### config.mk
export PLATFORM = sky130hd
export DESIGN_NAME = vector_op_engine_flat
export DESIGN_NICKNAME = d
export VERILOG_FILES = /design/src/rtl/vector_op_engine_if.sv /design/src/rtl/vector_op_engine.sv /design/src/flat_wrapper.sv
export SDC_FILE = /design/constraint.sdc
export NUM_CORES = 1
export LEC_CHECK = 0
export CORE_ASPECT_RATIO = 0.7
export CORE_MARGIN = 2
export CORE_UTILIZATION = 60
export CTS_BUF_LIST = sky130_fd_sc_hd__clkbuf_4
export CTS_CLUSTER_DIAMETER = 60
export DETAILED_ROUTE_END_ITERATION = 12
export PLACE_DENSITY = 0.79
export SLEW_MARGIN = 25
export SYNTH_ARGS = -nofsm -noshare
export SYNTH_HDL_FRONTEND = slang
export SYNTH_SLANG_ARGS = --single-unit
export TNS_END_PERCENT = 1
### constraint.sdc
create_clock -name clk -period 7.8 [get_ports clk]
set_input_delay 2.34 -clock clk [delete_from_list [all_inputs] [get_ports clk]]
set_output_delay 2.34 -clock clk [all_outputs]
set_load 0.05 [all_outputs]
### src/rtl/vector_op_engine_if.sv
// vector_op_engine_if: command, UART receive-byte and transmit-byte signals between the decoder/UART and the engine.
interface vector_op_engine_if;
  logic [7:0] op, rx_data, tx_data;
  logic rx_valid, tx_ready, tx_valid, op_finished, busy;
  modport master(output op, rx_data, rx_valid, tx_ready, input tx_data, tx_valid, op_finished, busy);
  modport slave(input op, rx_data, rx_valid, tx_ready, output tx_data, tx_valid, op_finished, busy);
endinterface

### src/rtl/vector_op_engine.sv
// vector_op_engine: holds vectors A/B, runs write/read/sum/avg/manhattan commands, streams result bytes over valid/ready.
module vector_op_engine #(
  parameter int N_ELEMS = 4,
  parameter int ELEM_W = 8
) (
  input logic clk,
  input logic rst_n,
  vector_op_engine_if.slave bus
);
  localparam int EW = $clog2(N_ELEMS);
  localparam int IW = EW + 2;
  localparam logic [7:0] OP_WA = 8'd97, OP_WB = 8'd98, OP_RA = 8'd99, OP_RB = 8'd100;
  localparam logic [7:0] OP_SUM = 8'd101, OP_AVG = 8'd102, OP_MAN = 8'd103;
  typedef enum logic [2:0] {IDLE, LOAD, CALC, SEND, DONE, WAIT_CLR} state_t;
  state_t st, nxt;
  logic [7:0] cmd;
  logic [IW-1:0] idx, total;
  logic [15:0] acc;
  logic [ELEM_W-1:0] a [N_ELEMS];
  logic [ELEM_W-1:0] b [N_ELEMS];
  logic [EW-1:0] el;
  logic [8:0] sum;
  logic signed [8:0] diff;
  logic [7:0] mag;
  logic last;
  // sumVec sends two bytes per element, so its element index is idx/2
  assign el = cmd == OP_SUM ? idx[EW:1] : idx[EW-1:0];
  assign sum = {1'b0, a[el]} + {1'b0, b[el]};
  assign diff = $signed({1'b0, a[el]}) - $signed({1'b0, b[el]});
  assign mag = diff[8] ? 8'(-diff) : diff[7:0];
  assign total = cmd == OP_SUM ? IW'(2 * N_ELEMS) : cmd == OP_MAN ? IW'(2) : IW'(N_ELEMS);
  assign last = idx == total - IW'(1);
  assign bus.tx_valid = st == SEND;
  assign bus.op_finished = st == DONE;
  assign bus.busy = st != IDLE;
  assign bus.tx_data = st != SEND ? 8'd0 :
    cmd == OP_RA ? a[el] : cmd == OP_RB ? b[el] : cmd == OP_AVG ? sum[8:1] :
    cmd == OP_SUM ? (idx[0] ? sum[7:0] : {7'd0, sum[8]}) : idx[0] ? acc[7:0] : acc[15:8];
  always_ff @(posedge clk or negedge rst_n)
    if (!rst_n) st <= IDLE;
    else st <= nxt;
  always_comb begin
    nxt = st;
    case (st)
      IDLE: if (bus.op != 8'd0)
        nxt = (bus.op == OP_WA || bus.op == OP_WB) ? LOAD :
              (bus.op >= OP_RA && bus.op <= OP_AVG) ? SEND : bus.op == OP_MAN ? CALC : DONE;
      LOAD: if (bus.rx_valid && idx == IW'(N_ELEMS - 1)) nxt = DONE;
      CALC: if (idx == IW'(N_ELEMS - 1)) nxt = SEND;
      SEND: if (bus.tx_ready && last) nxt = DONE;
      DONE: nxt = WAIT_CLR;
      WAIT_CLR: if (bus.op == 8'd0) nxt = IDLE;
      default: nxt = IDLE;
    endcase
  end
  always_ff @(posedge clk or negedge rst_n)
    if (!rst_n) begin
      cmd <= '0;
      idx <= '0;
      acc <= '0;
      for (int i = 0; i < N_ELEMS; i++) begin
        a[i] <= '0;
        b[i] <= '0;
      end
    end else case (st)
      IDLE: if (bus.op != 8'd0) begin
        cmd <= bus.op;
        idx <= '0;
        acc <= '0;
      end
      LOAD: if (bus.rx_valid) begin
        if (cmd == OP_WA) a[el] <= bus.rx_data;
        else b[el] <= bus.rx_data;
        idx <= idx + IW'(1);
      end
      CALC: begin
        acc <= acc + 16'(mag);
        idx <= idx == IW'(N_ELEMS - 1) ? '0 : idx + IW'(1);
      end
      SEND: if (bus.tx_ready) idx <= idx + IW'(1);
      default: ;
    endcase
endmodule

### src/flat_wrapper.sv
// flat-port wrapper written by rule: the top's interface ports become plain ports
module vector_op_engine_flat 
#(
  parameter int N_ELEMS = 4,
  parameter int ELEM_W = 8
)
  (clk, rst_n, bus_op, bus_rx_data, bus_rx_valid, bus_tx_ready, bus_tx_data, bus_tx_valid, bus_op_finished, bus_busy);
  vector_op_engine_if bus_i ();
  input logic clk;
  input logic rst_n;
  input wire logic [$bits(bus_i.op)-1:0] bus_op;
  input wire logic [$bits(bus_i.rx_data)-1:0] bus_rx_data;
  input wire logic [$bits(bus_i.rx_valid)-1:0] bus_rx_valid;
  input wire logic [$bits(bus_i.tx_ready)-1:0] bus_tx_ready;
  output wire logic [$bits(bus_i.tx_data)-1:0] bus_tx_data;
  output wire logic [$bits(bus_i.tx_valid)-1:0] bus_tx_valid;
  output wire logic [$bits(bus_i.op_finished)-1:0] bus_op_finished;
  output wire logic [$bits(bus_i.busy)-1:0] bus_busy;
  assign bus_i.op = bus_op;
  assign bus_i.rx_data = bus_rx_data;
  assign bus_i.rx_valid = bus_rx_valid;
  assign bus_i.tx_ready = bus_tx_ready;
  assign bus_tx_data = bus_i.tx_data;
  assign bus_tx_valid = bus_i.tx_valid;
  assign bus_op_finished = bus_i.op_finished;
  assign bus_busy = bus_i.busy;
  vector_op_engine #(.N_ELEMS(N_ELEMS), .ELEM_W(ELEM_W)) u_core (.clk(clk), .rst_n(rst_n), .bus(bus_i));
endmodule
**Zoomed window**

Window x 46 to 86, y 8 to 48 um. Cells in grey, sequential cells in the stronger grey; small squares are vias.
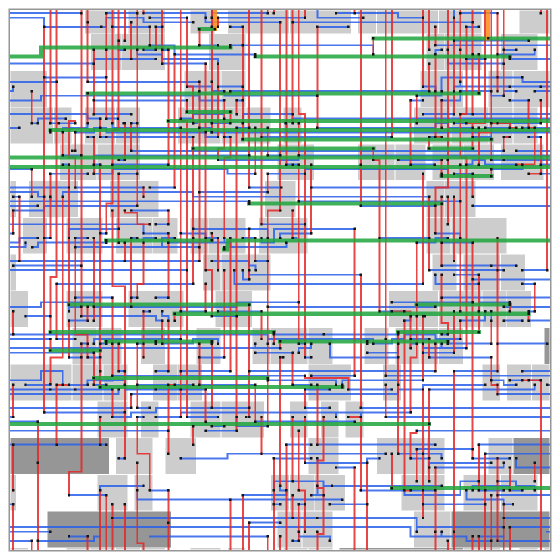
Key: red = metal 2; green = metal 3; orange = metal 4; blue = metal 1
Netlist names of flops here include u_core.acc (2), u_core.cmd (1). Sequential cells in the window: 3. Most frequent: a21oi_1 (13), nand2_1 (11), o21ai_0 (9). 114 logic cells have their middle in the window.

**Metal layers overlaid**

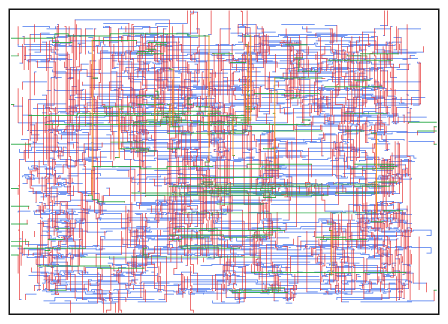
Key: red = metal 2 [wire length 8200 um]; green = metal 3 [wire length 1580 um]; orange = metal 4 [wire length 267 um]; blue = metal 1 [wire length 9060 um]
Routed WL per cell: 21.2 um
Routed WL: 19100 um
total vias in the final route: 5992
GRT Util Overall: 32.1%

==> results.ini <==
[cells_and_area]
top_regs=u_core.a x32, u_core.b x32, u_core.acc x16
fin_util_pct=66.9
syn_to_final_growth_pct=8.12
regArea_mm2=0.00238
final_area_mm2=0.00739
logic_area_mm2=0.00418
nets=794
fillerInstances=886
final_layout_size_suffix_gt1_share_pct=15.8
layout.cells.non_filler=901
n_antenna_cell=0

[sta]
fin_crit_sh_pct=94.8
finalClockSkew_ps=17.4
rsz0062_at_grt=false
worst_slack_ps=406
slew_violations=0
hold_viol=0
max_slew_margin_pct=33.3
finalSetupTns_ps=0
holdWs_ps=525
max_freq_mhz=135
tightest_slew_ps=998
setup_viol=0
finalWorstPathRequiredPeriod_ps=7390

[worst_setup_path]
crit_arrival_ps=5050
cp_max_fo=16
cp-start-kind=register
reg2reg_depth=20
critPathMaxStageDelay_ps=520
reg2reg_to=u_core.acc[14]
cp_slowest_cell=o311ai_0
cp_common_cell=o21ai_0
path_cells=buf_4 > and4bb_1 > nand2_1 > buf_4 > o221ai_1 > o21ai_0 > and3_1 > ha_1 > o21ai_0 > or2_2 > o311ai_0 > a21o_1 > o21ai_0 > a31oi_1 > dlymetal6s2s_1
worstPathRequired_ps=5460
r2r_slack_ps=1970
cp-end-kind=output pin
critPathLaunch=u_core.cmd[1]
crit_type=register to output pin
crit_family=AND-OR/OR-AND gates
worstReg2RegStart=u_core.cmd[3]
crit_buf_inv=3

[routing]
dr_wl_met3_um=1580
drt_pre_antenna_iters=5
wl_met2_um=8200
m1WireLength_um=9060
drt_iter0_drc=585
drc=0
top_layer=met4
vias_per_cell=6.65
ant_nets=0

[global_routing]
grt.busiest_layer=met2
gr-total-overflow=0
grt_pass1_wl_um=30600
grt_start_max_net_pins=49
grtUsageMet2_pct=47.7
antenna_found_initial=0
met1_usage_pct=47.3
use_met3_pct=7.48
grt_pass1_vias=5652

[clock_tree]
numCtsBuffers=9
clk_latency_ps=470
root_buffer=clkbuf_4
clk_pin_slew_ps=160
clkSinkCount=95
cts_buffer_depth=2
cts_hold_buf=0
htree_levels=3
cts_tree=done

[synthesis]
aoi_share_pct=19.6
flop_cell=dfrtp_1
edf_count=0
seq_area_frac_synth_pct=34.8
ys_warn_count=0
top_area_share_pct=34.8
topCombFamilyByArea=AND-OR/OR-AND gates
synthAdderAreaFrac_pct=6.00
yosysTopAreaCell=dfrtp_1
fp_nets=781
ys_types=80
synthMuxAreaShare_pct=14.0
synth.cellmix.xorXnorShare_pct=2.31
ys_sh_simple_pct=19.1
async_flop_share_pct=100
avgSynthCellArea_um2=9.37
syn-cell-area_mm2=0.00684
ys_cells=730
area_leaders=dfrtp_1 35%, mux2_2 9.4%, ha_1 5.1%
ys_area_mm2=0.00684
ys_seq_elements=95
synth_cells=730

[power_and_ir_drop]
pwr-share-comb_pct=71.6
power_mw=3.21
clkPwrFrac_pct=8.3
p_seq_share_pct=20.1
vdd_drop_max_mv=0.334
internal_power_mw=1.59
swShare_pct=50.4
switching_power_mw=1.62
cellLeakagePower_nw=3.35
power_density_mw_per_mm2=433

[status]
outcome=completed

[job]
tool_warnings=36
drv_cap=0

[floorplan]
die_w_um=132
top_level_ports=31
chip_area_mm2=0.0123
core.rowCount=32
fp-utilization_pct=61.9
coreArea_mm2=0.0111
die_h_um=93.3

[hold_path]
hold_depth=1
min_to=u_core.a[25]
hp-class=register to register
min_from=u_core.a[25]

[placed_design]
gp_congestion=0.995
dp_hpwl_um=14600
portBuffers=30
place_ws_ps=572
dp.cells=885
placed_cell_area_mm2=0.00725

-- cells in the final DEF, fill, tap and decap left out, types with 14 or more instances in the layout --
master and count:
or3_1 18, mux2_2 57, nand2_1 64, ha_1 28, dfrtp_1 95, inv_1 33, nor2_1 31, clkdlybuf4s50_1 22
o21ai_0 44, o22ai_1 14, a21oi_1 33, nor3_1 15, nand3_1 24
-- power by group through the flow --
stage / clock (mW) / combinational, mW / sequential (mW)
global route: 0.287 / 2.52 / 0.654
global placement: 0 / 2.16 / 0.642
CTS: 0.271 / 2.25 / 0.640
finish: 0.264 / 2.30 / 0.645
floorplan: 0 / 1.75 / 0.614
detailed placement: 0 / 2.24 / 0.651
-- worst max path at each step --
stage                          end  slack [ps]  cells past startpoint
floorplan           bus_tx_data[6]         570                     15
global placement    bus_tx_data[0]         750                     15
detailed placement  bus_tx_data[4]         570                     13
CTS                 bus_tx_data[4]          20                     13
global route        bus_tx_data[4]         190                     15
finish              bus_tx_data[4]         410                     15
-- layout make-up --
class | instances | share of cell area (%)
clock buffer | 9 | 0.914
multi-input combinational | 563 | 56.5
clock inverter | 7 | 0.829
timing repair buffer | 41 | 5.31
sequential | 95 | 32.1
inverter | 33 | 1.68
tap | 153 | 2.59
-- repair_timing --
| item | in CTS | in global routing |
|---|---|---|
| endpoints found under the setup margin | 0 | 6 |
| buffers inserted | 0 | 0 |
| endpoints found under the hold margin | 0 | 0 |
| gates resized | 0 | 7 |
-- cell usage after synthesis, types with 14 or more instances --
master,instances
dfrtp_1,95
a21oi_1,33
o21ai_0,44
mux2_2,57
nor3_1,15
clkbuf_1,28
or3_1,18
ha_1,28
nor2_1,32
o22ai_1,14
nand3_1,24
nand2_1,65
inv_1,33
Power and IR drop assume default switching activity.
